File: src/rtl/dmem_sequencer.sv
// dmem_sequencer: walks every (iteration, layer, address) tuple of the layered
// decoder D-memory. It issues one read per cycle and replays each read as a
// write-back PIPESTAGES cycles later. It also handles early termination, the
// drain of the write pipeline and the completion pulse.
module dmem_sequencer #(
    parameter int ADDRESSWIDTH = 5,
    parameter int ROWDEPTH     = 20,
    parameter int LAYERS       = 2,
    parameter int PIPESTAGES   = 14,
    parameter int MAXITRS      = 10,
    parameter int ITRWIDTH     = 4,
    parameter int LAYERGAP     = 0
) (
    input  logic                    clk,
    input  logic                    rst,
    input  logic                    start,
    input  logic                    terminate,
    output logic                    rd_en,
    output logic [ADDRESSWIDTH-1:0] rd_address,
    output logic                    rd_layer,
    output logic                    wr_en,
    output logic [ADDRESSWIDTH-1:0] wr_address,
    output logic                    wr_layer,
    output logic                    first_itr,
    output logic                    last_p,
    output logic [ITRWIDTH-1:0]     itr_count,
    output logic                    busy,
    output logic                    done
);

    localparam logic [2:0] S_IDLE  = 3'd0;
    localparam logic [2:0] S_RUN   = 3'd1;
    localparam logic [2:0] S_GAP   = 3'd2;
    localparam logic [2:0] S_DRAIN = 3'd3;
    localparam logic [2:0] S_DONE  = 3'd4;

    // The gap counter only ever holds LAYERGAP-1 down to 0.
    localparam int GAPW = (LAYERGAP > 1) ? $clog2(LAYERGAP) : 1;

    localparam logic [ADDRESSWIDTH-1:0] ADDR_LAST  = ADDRESSWIDTH'(ROWDEPTH - 1);
    localparam logic                    LAYER_LAST = 1'(LAYERS - 1);
    localparam logic [ITRWIDTH-1:0]     ITR_LAST   = ITRWIDTH'(MAXITRS - 1);
    localparam logic [GAPW-1:0]         GAP_LOAD   = GAPW'((LAYERGAP > 0) ? (LAYERGAP - 1) : 0);

    logic [2:0]              r_state;
    logic [ADDRESSWIDTH-1:0] r_addr;
    logic                    r_layer;
    logic [ITRWIDTH-1:0]     r_itr;
    logic                    r_term;
    logic [GAPW-1:0]         r_gap_cnt;

    // Write-back pipeline: stage 0 takes the read issued this cycle, and the
    // last stage drives the write port.
    logic [PIPESTAGES-1:0]                   r_vld_p;
    logic [PIPESTAGES-1:0][ADDRESSWIDTH-1:0] r_addr_p;
    logic [PIPESTAGES-1:0]                   r_layer_p;

    logic w_rd_en;
    logic w_layer_end;
    logic w_term;
    logic w_final_layer;
    logic w_to_drain;
    logic w_itr_inc;
    logic w_pipe_busy;

    assign w_rd_en       = (r_state == S_RUN);
    assign w_layer_end   = w_rd_en && (r_addr == ADDR_LAST);
    // A terminate that arrives in the layer-end cycle itself also stops the run.
    assign w_term        = r_term | terminate;
    assign w_final_layer = (r_itr == ITR_LAST) && (r_layer == LAYER_LAST);
    assign w_to_drain    = w_layer_end && (w_final_layer || w_term);
    // Count the iteration as started-and-finished either at its natural end or
    // when terminate cuts it short after a non-final layer.
    assign w_itr_inc     = w_layer_end && ((r_layer == LAYER_LAST) || w_to_drain);

    // Check whether any write is still in flight behind the one now leaving the pipeline.
    always_comb begin
        w_pipe_busy = 1'b0;
        for (int i = 0; i < PIPESTAGES - 1; i++) begin
            w_pipe_busy = w_pipe_busy | r_vld_p[i];
        end
    end

    // Sequencing FSM with the address/layer/iteration counters and the terminate latch.
    always_ff @(posedge clk) begin
        if (!rst) begin
            r_state   <= S_IDLE;
            r_addr    <= '0;
            r_layer   <= 1'b0;
            r_itr     <= '0;
            r_term    <= 1'b0;
            r_gap_cnt <= '0;
        end else begin
            case (r_state)
                S_IDLE: begin
                    // itr_count keeps the last run's result until a new start.
                    r_term <= 1'b0;
                    if (start) begin
                        r_state <= S_RUN;
                        r_addr  <= '0;
                        r_layer <= 1'b0;
                        r_itr   <= '0;
                    end
                end
                S_RUN: begin
                    if (terminate) begin
                        r_term <= 1'b1;
                    end
                    if (r_addr == ADDR_LAST) begin
                        r_addr  <= '0;
                        r_layer <= (r_layer == LAYER_LAST) ? 1'b0 : 1'b1;
                        if (w_itr_inc) begin
                            r_itr <= r_itr + ITRWIDTH'(1);
                        end
                        if (w_to_drain) begin
                            r_state <= S_DRAIN;
                        end else if (LAYERGAP > 0) begin
                            r_state   <= S_GAP;
                            r_gap_cnt <= GAP_LOAD;
                        end
                    end else begin
                        r_addr <= r_addr + ADDRESSWIDTH'(1);
                    end
                end
                S_GAP: begin
                    if (terminate) begin
                        r_term <= 1'b1;
                    end
                    if (w_term) begin
                        // No new layer starts once terminate is seen. A gap in
                        // the middle of an iteration has not counted it yet.
                        r_state <= S_DRAIN;
                        if (r_layer != 1'b0) begin
                            r_itr <= r_itr + ITRWIDTH'(1);
                        end
                    end else if (r_gap_cnt == '0) begin
                        r_state <= S_RUN;
                    end else begin
                        r_gap_cnt <= r_gap_cnt - GAPW'(1);
                    end
                end
                S_DRAIN: begin
                    if (!w_pipe_busy) begin
                        r_state <= S_DONE;
                    end
                end
                S_DONE: begin
                    r_state <= S_IDLE;
                end
                default: begin
                    r_state <= S_IDLE;
                end
            endcase
        end
    end

    // Write pipeline valid bits: cleared on reset so no pending write survives it.
    always_ff @(posedge clk) begin
        if (!rst) begin
            r_vld_p <= '0;
        end else begin
            r_vld_p[0] <= w_rd_en;
            for (int i = 1; i < PIPESTAGES; i++) begin
                r_vld_p[i] <= r_vld_p[i-1];
            end
        end
    end

    // Write pipeline address/layer payload; outputs are masked by the valid bit.
    always_ff @(posedge clk) begin
        r_addr_p[0]  <= rd_address;
        r_layer_p[0] <= rd_layer;
        for (int i = 1; i < PIPESTAGES; i++) begin
            r_addr_p[i]  <= r_addr_p[i-1];
            r_layer_p[i] <= r_layer_p[i-1];
        end
    end

    assign rd_en      = w_rd_en;
    assign rd_address = w_rd_en ? r_addr : '0;
    assign rd_layer   = w_rd_en & r_layer;
    assign wr_en      = r_vld_p[PIPESTAGES-1];
    assign wr_address = wr_en ? r_addr_p[PIPESTAGES-1] : '0;
    assign wr_layer   = wr_en & r_layer_p[PIPESTAGES-1];
    assign first_itr  = w_rd_en && (r_itr == '0);
    assign last_p     = w_layer_end;
    assign itr_count  = r_itr;
    assign busy       = (r_state == S_RUN) || (r_state == S_GAP) || (r_state == S_DRAIN);
    assign done       = (r_state == S_DONE);

endmodule

File: config.mk
export PLATFORM = sky130hd
export DESIGN_NAME = dmem_sequencer
export DESIGN_NICKNAME = d
export VERILOG_FILES = /design/src/rtl/dmem_sequencer.sv
export SDC_FILE = /design/constraint.sdc
export NUM_CORES = 1
export LEC_CHECK = 0
export ABC_AREA = 1
export CORE_MARGIN = 5
export CORE_UTILIZATION = 50
export CTS_CLUSTER_DIAMETER = 80
export DETAILED_ROUTE_END_ITERATION = 6
export GPL_ROUTABILITY_DRIVEN = 0
export HOLD_SLACK_MARGIN = 0.1
export PLACE_DENSITY = 0.83
export SLEW_MARGIN = 20
export SYNTH_ARGS = -nofsm -noshare
export SYNTH_HDL_FRONTEND = slang
export SYNTH_SLANG_ARGS = --single-unit
File: constraint.sdc
create_clock -name clk -period 1.3 [get_ports clk]
set_input_delay 0.26 -clock clk [delete_from_list [all_inputs] [get_ports clk]]
set_output_delay 0.26 -clock clk [all_outputs]
set_load 0.005 [all_outputs]
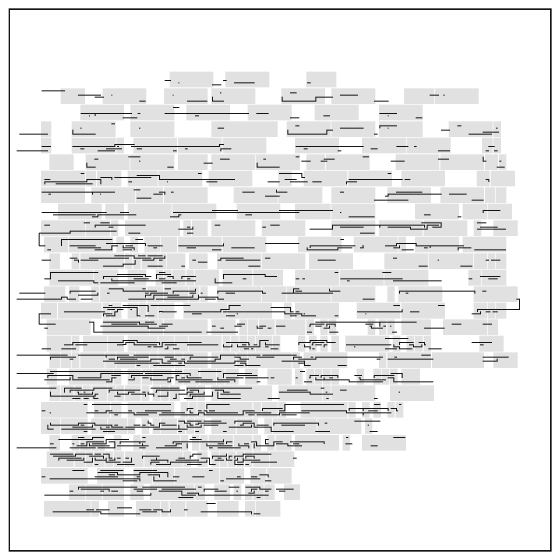
(signal wires on met1)
Cells faint in the background.
nets with wire on the layer	354
main direction	horizontal
longest straight run	21.6 microns
wire length on this layer	2210 microns
share of all routed wire	38%
vias post-DR: 2136
total wirelength of the detailed-routed design: 5.90 mm
met1 demand-to-capacity share in global routing: 16.0%

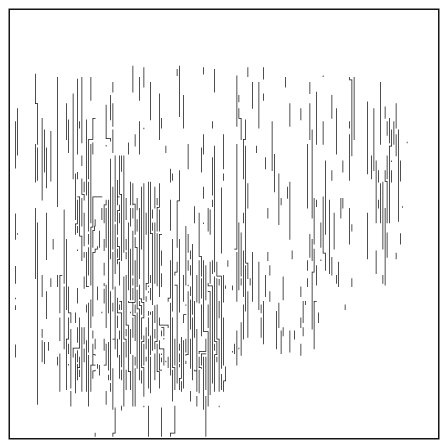
(M2 wires)
nets with wire on the layer	331
main direction	vertical
wire length on this layer	3090 microns

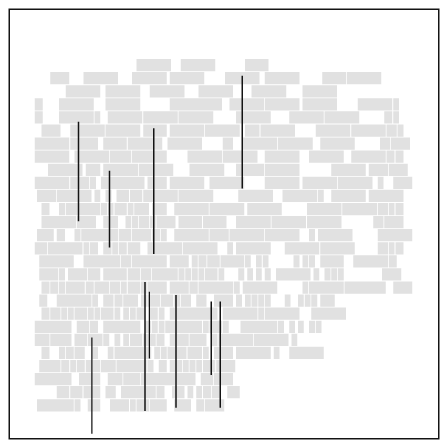
(met4 routing)
Cells faint in the background.
main direction	vertical
wire length on this layer	205 microns
longest straight run	26.5 microns

==> flow_summary.ini <==
; flow metrics
[outcome]
status = finished, violations left
violated_checks = negative setup slack

[global_routing]
grt_start_max_net_pins = 22
number_of_antenna_violations_at_the_first_check_in_global_routing = 0

[clock_tree]
clock_sink_count = 112
tritoncts_clock_tree = built
clk-insertion-delay-late_ns = 0.36

[sta]
timing.hold.ws_ns = 0.327
setup_slack_ns = -0.294
report.final.setup_viol = 28
final-max-slew-violation-count = 0

[finish]
multiInputGateArea_sq_um = 866
layout.area.seq_sq_mm = 0.00226
drive_above_1_share_pct = 37.8
dominant-cell-class = registers
layout.sequential_cells = 112
layout.nets = 379
clock_buffers = 9
final_util_pct = 69.1
logic_share_of_the_area_pct = 20.9

[floorplan]
placeableCoreArea_sq_mm = 0.00599
top_level_ports = 26
std_cell_rows = 28

[run]
cap_viol_max_count = 0
log.warning_count = 30

[place]
placed_cell_area_sq_mm = 0.00366
place.detailed.instances = 421

[drt]
vias_per_cell = 4.74
routedWlPerCell_microns = 13.1

[synth]
yosys.cell_types.count = 26
syn-instance-count = 298
ys_sh_adder_pct = 1.60

[worst_setup_path]
worst-path-max-fanout = 9
crit-reg2reg-capture = itr_count[2]$_SDFFE_PN0P_

[worst_hold_path]
hold_depth = 0
==> layout by cell type, fill, tap and decap left out, types with 4 or more instances in the layout <==
cell type and instances:
dfxtp_2 8, nand4_1 4, nand2_2 8, buf_2 17
nand2_1 43, inv_2 10, nand3_1 8, buf_6 13
nor2_4 12, a21oi_1 5, nor2_1 24, a21oi_2 6
buf_4 28, dfxtp_1 102, inv_1 34, clkbuf_8 9
==> cells in the mapped netlist <==
master    count  area [sq um]
a21oi_1       9          45.0
a21oi_2       2          17.5
buf_1         1          3.75
buf_2         2          10.0
dfxtp_1     112          2240
ha_1          4          50.1
inv_1        41           154
inv_2         5          18.8
nand2_1      52           195
nand2_2       1          6.26
nand2_4       2          22.5
nand3_1      10          50.1
nand3_2       2          20.0
nand3_4       1          17.5
nand3b_1      1          7.51
nand4_1       4          25.0
nor2_1       34           128
nor2_2        3          18.8
nor2_4        2          22.5
o21ai_0       3          15.0
o21ai_1       2          10.0
o21ai_2       1          8.76
o31ai_1       1          7.51
or2_2         1          6.26
xnor2_1       1          8.76
xor2_1        1          8.76
==> report_power, final <==
part | leakage [nW] | total, mW | switching [mW] | internal [mW]
clock network | 0.109 | 2.13 | 1.18 | 0.945
registers | 0.911 | 3.59 | 0.0511 | 3.54
logic | 0.930 | 0.732 | 0.413 | 0.319
total | 1.95 | 6.45 | 1.65 | 4.80
==> routing by layer <==
layer / track usage [%] / vias up / wire length [microns]
li1: - / 1049 / -
met1: 16.0 / 979 / 2210
met2: 26.1 / 87 / 3090
met3: 5.44 / 21 / 386
met4: 8.12 / 0 / 204
met5: 0 / - / 0
==> flip-flops by register name (all words and copies together) (netlist names) <==
name and count:
r_layer_p 14, r_addr_p 70, r_vld_p 14, r_state 3, itr_count 4, r_addr 5
r_layer 1, r_term 1
No activity file was given, so power comes from the tool's default toggle rates.
